--- src/rtl/dev_bus_arbiter_pkg.sv ---
// Shared definitions for the two-master device bus arbiter:
// transfer phase encoding, master indices and the default lock bound.
package dev_bus_arbiter_pkg;

   typedef enum logic [1:0] {
      ST_IDLE   = 2'd0,
      ST_ACCESS = 2'd1,
      ST_RESP   = 2'd2
   } arb_state_t;

   localparam logic M0 = 1'b0;
   localparam logic M1 = 1'b1;

   localparam int LOCK_MAX_DEFAULT = 4;

endpackage

--- src/rtl/rr_arb2.sv ---
// Combinational winner select between two masters: a lock hit keeps the
// previous owner, a lone request wins outright, a tie goes to the other master.
module rr_arb2
   import dev_bus_arbiter_pkg::*;
(
   input  logic [1:0] req,
   input  logic       last,
   input  logic       lock_hit,
   output logic       win
);

   always_comb begin
      win = M0;
      if (lock_hit) begin
         win = last;
      end else if (req == 2'b10) begin
         win = M1;
      end else if (req == 2'b11) begin
         win = ~last;
      end
   end

endmodule

--- src/rtl/dev_bus_arbiter.sv ---
// Shares the device bus between the CPU data port (M0) and the DMA engine (M1).
// Each transfer runs IDLE -> ACCESS -> RESP with round-robin and bounded lock.
module dev_bus_arbiter
   import dev_bus_arbiter_pkg::*;
#(
   parameter int ADDR_W   = 32,
   parameter int DATA_W   = 32,
   parameter int LOCK_MAX = LOCK_MAX_DEFAULT
) (
   input  logic              clk,
   input  logic              reset_n,
   input  logic              m0_req,
   input  logic              m0_lock,
   input  logic [ADDR_W-1:0] m0_addr,
   input  logic [DATA_W-1:0] m0_wd,
   input  logic              m0_we,
   output logic              m0_gnt,
   output logic              m0_ack,
   output logic [DATA_W-1:0] m0_rd,
   input  logic              m1_req,
   input  logic              m1_lock,
   input  logic [ADDR_W-1:0] m1_addr,
   input  logic [DATA_W-1:0] m1_wd,
   input  logic              m1_we,
   output logic              m1_gnt,
   output logic              m1_ack,
   output logic [DATA_W-1:0] m1_rd,
   output logic [ADDR_W-1:0] dev_addr,
   output logic [DATA_W-1:0] dev_wd,
   output logic              dev_we,
   input  logic [DATA_W-1:0] dev_rd
);

   localparam logic [3:0] LOCK_LIM = 4'(LOCK_MAX);

   arb_state_t state;
   logic       sel;
   logic       last;
   logic       lock_flag;
   logic [3:0] lock_cnt;
   logic [1:0] req;
   logic       lock_hit;
   logic       win;

   assign req = {m1_req, m0_req};

   // Lock only matters under contention; a lone requester always restarts the count.
   assign lock_hit = lock_flag && (lock_cnt < LOCK_LIM) && (req == 2'b11);

   rr_arb2 u_rr_arb2 (
      .req      (req),
      .last     (last),
      .lock_hit (lock_hit),
      .win      (win)
   );

   always_ff @(posedge clk or negedge reset_n) begin
      if (!reset_n) begin
         state     <= ST_IDLE;
         sel       <= M0;
         last      <= M1;
         lock_flag <= 1'b0;
         lock_cnt  <= 4'd0;
         m0_gnt    <= 1'b0;
         m1_gnt    <= 1'b0;
         m0_ack    <= 1'b0;
         m1_ack    <= 1'b0;
         m0_rd     <= '0;
         m1_rd     <= '0;
      end else begin
         case (state)
            ST_IDLE: begin
               if (req != 2'b00) begin
                  sel      <= win;
                  m0_gnt   <= (win == M0);
                  m1_gnt   <= (win == M1);
                  lock_cnt <= lock_hit ? lock_cnt + 4'd1 : 4'd1;
                  state    <= ST_ACCESS;
               end
            end
            ST_ACCESS: begin
               if (sel == M1) begin
                  m1_rd <= dev_rd;
               end else begin
                  m0_rd <= dev_rd;
               end
               m0_ack <= (sel == M0);
               m1_ack <= (sel == M1);
               state  <= ST_RESP;
            end
            ST_RESP: begin
               m0_ack    <= 1'b0;
               m1_ack    <= 1'b0;
               m0_gnt    <= 1'b0;
               m1_gnt    <= 1'b0;
               last      <= sel;
               lock_flag <= (sel == M1) ? m1_lock : m0_lock;
               state     <= ST_IDLE;
            end
            default: begin
               state <= ST_IDLE;
            end
         endcase
      end
   end

   // The device bus is live only during ACCESS, so an async reset silences it at once.
   always_comb begin
      dev_addr = '0;
      dev_wd   = '0;
      dev_we   = 1'b0;
      if (state == ST_ACCESS) begin
         if (sel == M1) begin
            dev_addr = m1_addr;
            dev_wd   = m1_wd;
            dev_we   = m1_we;
         end else begin
            dev_addr = m0_addr;
            dev_wd   = m0_wd;
            dev_we   = m0_we;
         end
      end
   end

endmodule
--- config.mk ---
export PLATFORM = sky130hd
export DESIGN_NAME = dev_bus_arbiter
export DESIGN_NICKNAME = d
export VERILOG_FILES = /design/src/rtl/dev_bus_arbiter_pkg.sv /design/src/rtl/rr_arb2.sv /design/src/rtl/dev_bus_arbiter.sv
export SDC_FILE = /design/constraint.sdc
export NUM_CORES = 1
export LEC_CHECK = 0
export CELL_PAD_IN_SITES_DETAIL_PLACEMENT = 1
export CELL_PAD_IN_SITES_GLOBAL_PLACEMENT = 1
export CORE_MARGIN = 5
export CORE_UTILIZATION = 28
export CTS_BUF_LIST = sky130_fd_sc_hd__clkbuf_4 sky130_fd_sc_hd__clkbuf_8
export DETAILED_ROUTE_END_ITERATION = 16
export PLACE_DENSITY_LB_ADDON = 0.15
export RECOVER_POWER = 25
export SLEW_MARGIN = 20
export SYNTH_ARGS = -nofsm -noshare
export SYNTH_HDL_FRONTEND = slang
export SYNTH_SLANG_ARGS = --single-unit
--- constraint.sdc ---
create_clock -name clk -period 3.2 [get_ports clk]
set_input_delay 0.32 -clock clk [delete_from_list [all_inputs] [get_ports clk]]
set_output_delay 0.32 -clock clk [all_outputs]
set_load 0.1 [all_outputs]
Fig. 1: routed clock nets over the placement
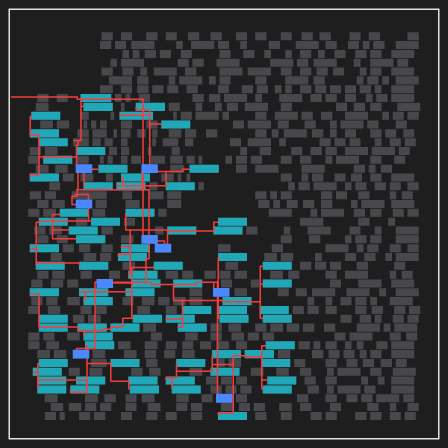
[cyan] flip-flops | count: 77
[blue] cells driving clock nets | count: 9
[red] clock wires | length: 901 um
routed clock nets: 10
clk_lat worst skew: 350 ps

Fig. 2: where the registers sit
Bar = 50 um. Other sequential cells in the stronger grey, the rest of the logic in the fainter grey.
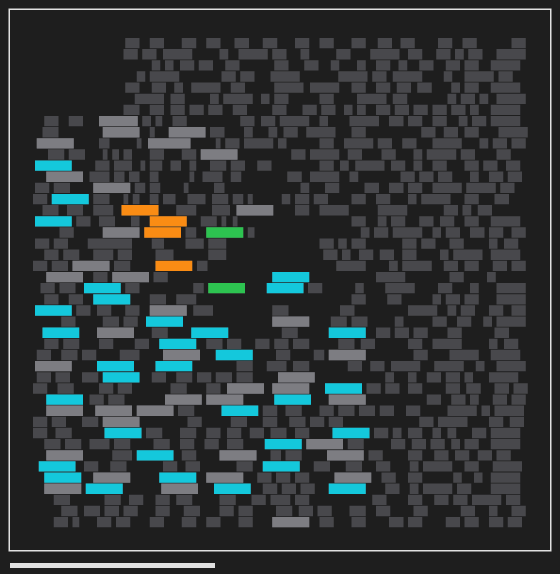
| colour | name in the netlist | flops |
|---|---|---|
| orange | lock_cnt | 4 |
| cyan | m0_rd | 32 |
| green | state | 2 |
not coloured: 39

Fig. 3: signal metal coverage by tile
The die is cut into 26 by 26 equal tiles; dark blue is low, red is high, scaled to the fullest tile. Values are wire area over tile area, all layers added.
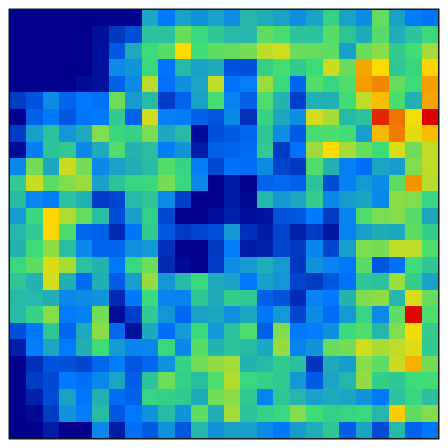
densest ninth of the die: top right
emptiest ninth of the die: top left
mean over tiles: 0.16
fullest tile: 0.45
nearly empty tiles: 7.1%
final WL: 17.5 mm
total number of vias: 3744
GRT Total Usage: 19.8%
Avg WL per Cell: 21.4 um

Fig. 4: placed standard cells
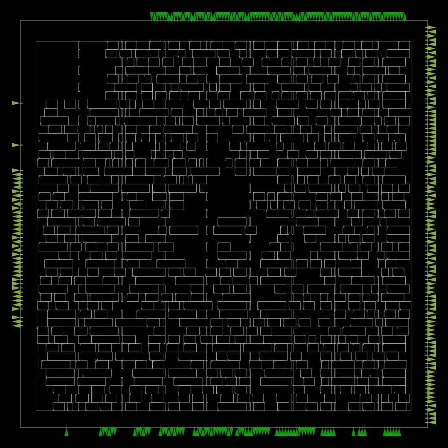
post-route insts no fill: 819
num rows: 44
Tap Cells: 184
core area: 0.0145 sq mm
fin util: 56.3%

==> flow_summary.toml <==
# yosys + openroad results
[cells_and_area]
mostFrequentLayoutCell = "clkdlybuf4s50_1"
final_cell_mix = "232 x clkdlybuf4s50_1, 75 x dfrtp_1, 68 x mux2i_1"
final_cell_area_sq_mm = 0.00818
antennaDiodeCount = 0
layout-drive-gt1-share_pct = 24.7
nets = 805
synthToLayoutAreaGrowth_pct = 96.7

[clock_network]
numCtsBuffers = 9
cts.clk_slew.worst_paths_ps = 70
cts_tree = "built"
cts_hold_buf = 0
clockBufferDepth = 2
root_buffer = "clkbuf_8"
cts_setup_buffers = 0
postCtsResizedCells = 0
cts_sinks = 77
h-tree-depth = 3

[critical_path]
cp-end-kind = "output port"
cp.required_ps = 2880
cp_max_fo = 65
worstSetupPathType = "flip-flop to output port"
start_kind = "flip-flop"
crit_arrival_ps = 2110

[synthesis]
synth_flops = 77
ys_seq_share_pct = 46.4
ys_cells = 339
ys_warn_count = 0
synth_area_sq_mm = 0.00416
yosys_area_sq_mm = 0.00416
syn_nets = 513
synth_cell_type_count = 27
postSynthCellCount = 339
syn_avg_cell_area_sq_um = 12.3

[timing]
hold_violations = 0
tns_ps = 0
fmax_mhz = 411
tightestPinTransition_ps = 1860
finClkSkew_ps = 8.53
setup_violations = 0
rsz0062_at_grt = "no"
period_used_pct = 76.0
final.min_clock_period_ps = 2430
drv_slew = 78
relSlewSlack_pct = -23.8

[grt]
grt_max_degree = 78
antenna_found_initial = 0
grt_pass1_vias = 4065
grt-ovfl-total = 0
grt_pass1_wl_mm = 26.6

[run]
warning_count = 30
maxCapViolations = 1

[drt]
drt.antenna.violating_nets = 0
drc = 0
dr.pass1.iters = 4
first_iter_violations = 86
viasPerCell = 4.57

[floorplan]
io_pins = 301
fp.dieH_um = 132
fp_util_pct = 28.6
dieArea_sq_mm = 0.0174
die_x_um = 132

[place]
port_buffers = 300
routabilityCongestion = 0.813
dp_cells = 804
place_hpwl_mm = 14.6
placed_area_sq_mm = 0.00797

[run_status]
status = "complete, but fails checks"
violations = "max-capacitance violations, max-slew violations"

[hold_path]
hp-class = "primary input to async pin"
==> cells by family (layout without fill, tap and decap cells) <==
family / count (synthesis) / count (layout) / synth area share (%)
AOI/OAI and AO/OA: 10 / 10 / 1.66
DFF: 77 / 77 / 46.4
and+or+nand+nor: 84 / 84 / 12.4
adders and majority gates: 6 / 6 / 1.81
muxes: 136 / 136 / 34.8
buffers and inverters: 26 / 322 / 2.98
==> final cells by class <==
class	count	area [sq um]
fill	1468	6360
timing repair buffer	304	3690
multi-input combinational	236	2110
sequential	77	1930
tap	184	230
clock buffer	12	159
clock inverter	3	45.0
inverter	3	11.3
==> per-layer routing <==
layer  vias up  wire (um)  global-route usage [%]
li1       1757          -                       -
met1      1814       6320                    20.9
met2       156       9480                    36.8
met3        17       1430                    7.56
met4         0        289                    4.97
met5         -          0                       0
==> critical path, cell delays in order, from the launching register on <==
cell     delay [ps]
dfrtp_1         400
inv_1           130
ha_1            210
buf_4           450
nor2b_1         320
buf_12          210
==> through the flow <==
| stage | hold slack, ps | setup WS [ps] | utilization [%] |
|---|---|---|---|
| after floorplan | 24.4 | 391 | - |
| after global placement | 467 | 1180 | 54.9 |
| after detailed placement | 480 | 1120 | 54.9 |
| after CTS | 141 | 722 | 56.3 |
| after global routing | 516 | 617 | 56.3 |
| final | 485 | 767 | 56.3 |
==> state kept, by name (all words and copies together), names as in the netlist, 2 cells and up <==
register	flops
m0_rd	32
state	2
m1_rd	32
lock_cnt	4
==> synthesized netlist by cell type, drive strengths merged <==
| library cell | n | area share (%) |
|---|---|---|
| o21bai | 1 | 0.18 |
| nand3b | 1 | 0.18 |
| nor2b | 67 | 10 |
| dfstp | 1 | 0.63 |
| mux2 | 68 | 18 |
| and4bb | 1 | 0.30 |
| a22o | 2 | 0.42 |
| nor3b | 2 | 0.36 |
| nand2 | 5 | 0.45 |
| clkbuf | 9 | 0.84 |
| a21oi | 1 | 0.12 |
| nand2b | 1 | 0.15 |
| o31ai | 2 | 0.36 |
| nor2 | 3 | 0.27 |
| nor3 | 1 | 0.12 |
| o21ai | 3 | 0.36 |
| dfrtp | 76 | 46 |
| and3 | 1 | 0.15 |
| inv | 3 | 0.27 |
| ha | 6 | 1.8 |
| mux2i | 68 | 16 |
| and2 | 2 | 0.30 |
| o22a | 1 | 0.21 |
| buf | 14 | 1.9 |
==> path summary, 6_finish.rpt <==
| check | start | to | slack, ps | cells past startpoint |
|---|---|---|---|---|
| min | reset_n | m1_rd[24] | 480 | 1 |
| max in group asynchronous | reset_n | sel | 1380 | 1 |
| min in group clk | lock_cnt[0] | lock_cnt[0] | 490 | 1 |
| max | state[1] | dev_addr[3] | 770 | 5 |
| min reg2reg | lock_cnt[0] | lock_cnt[0] | 490 | 1 |
| max reg2reg | sel | m1_rd[8] | 1230 | 3 |
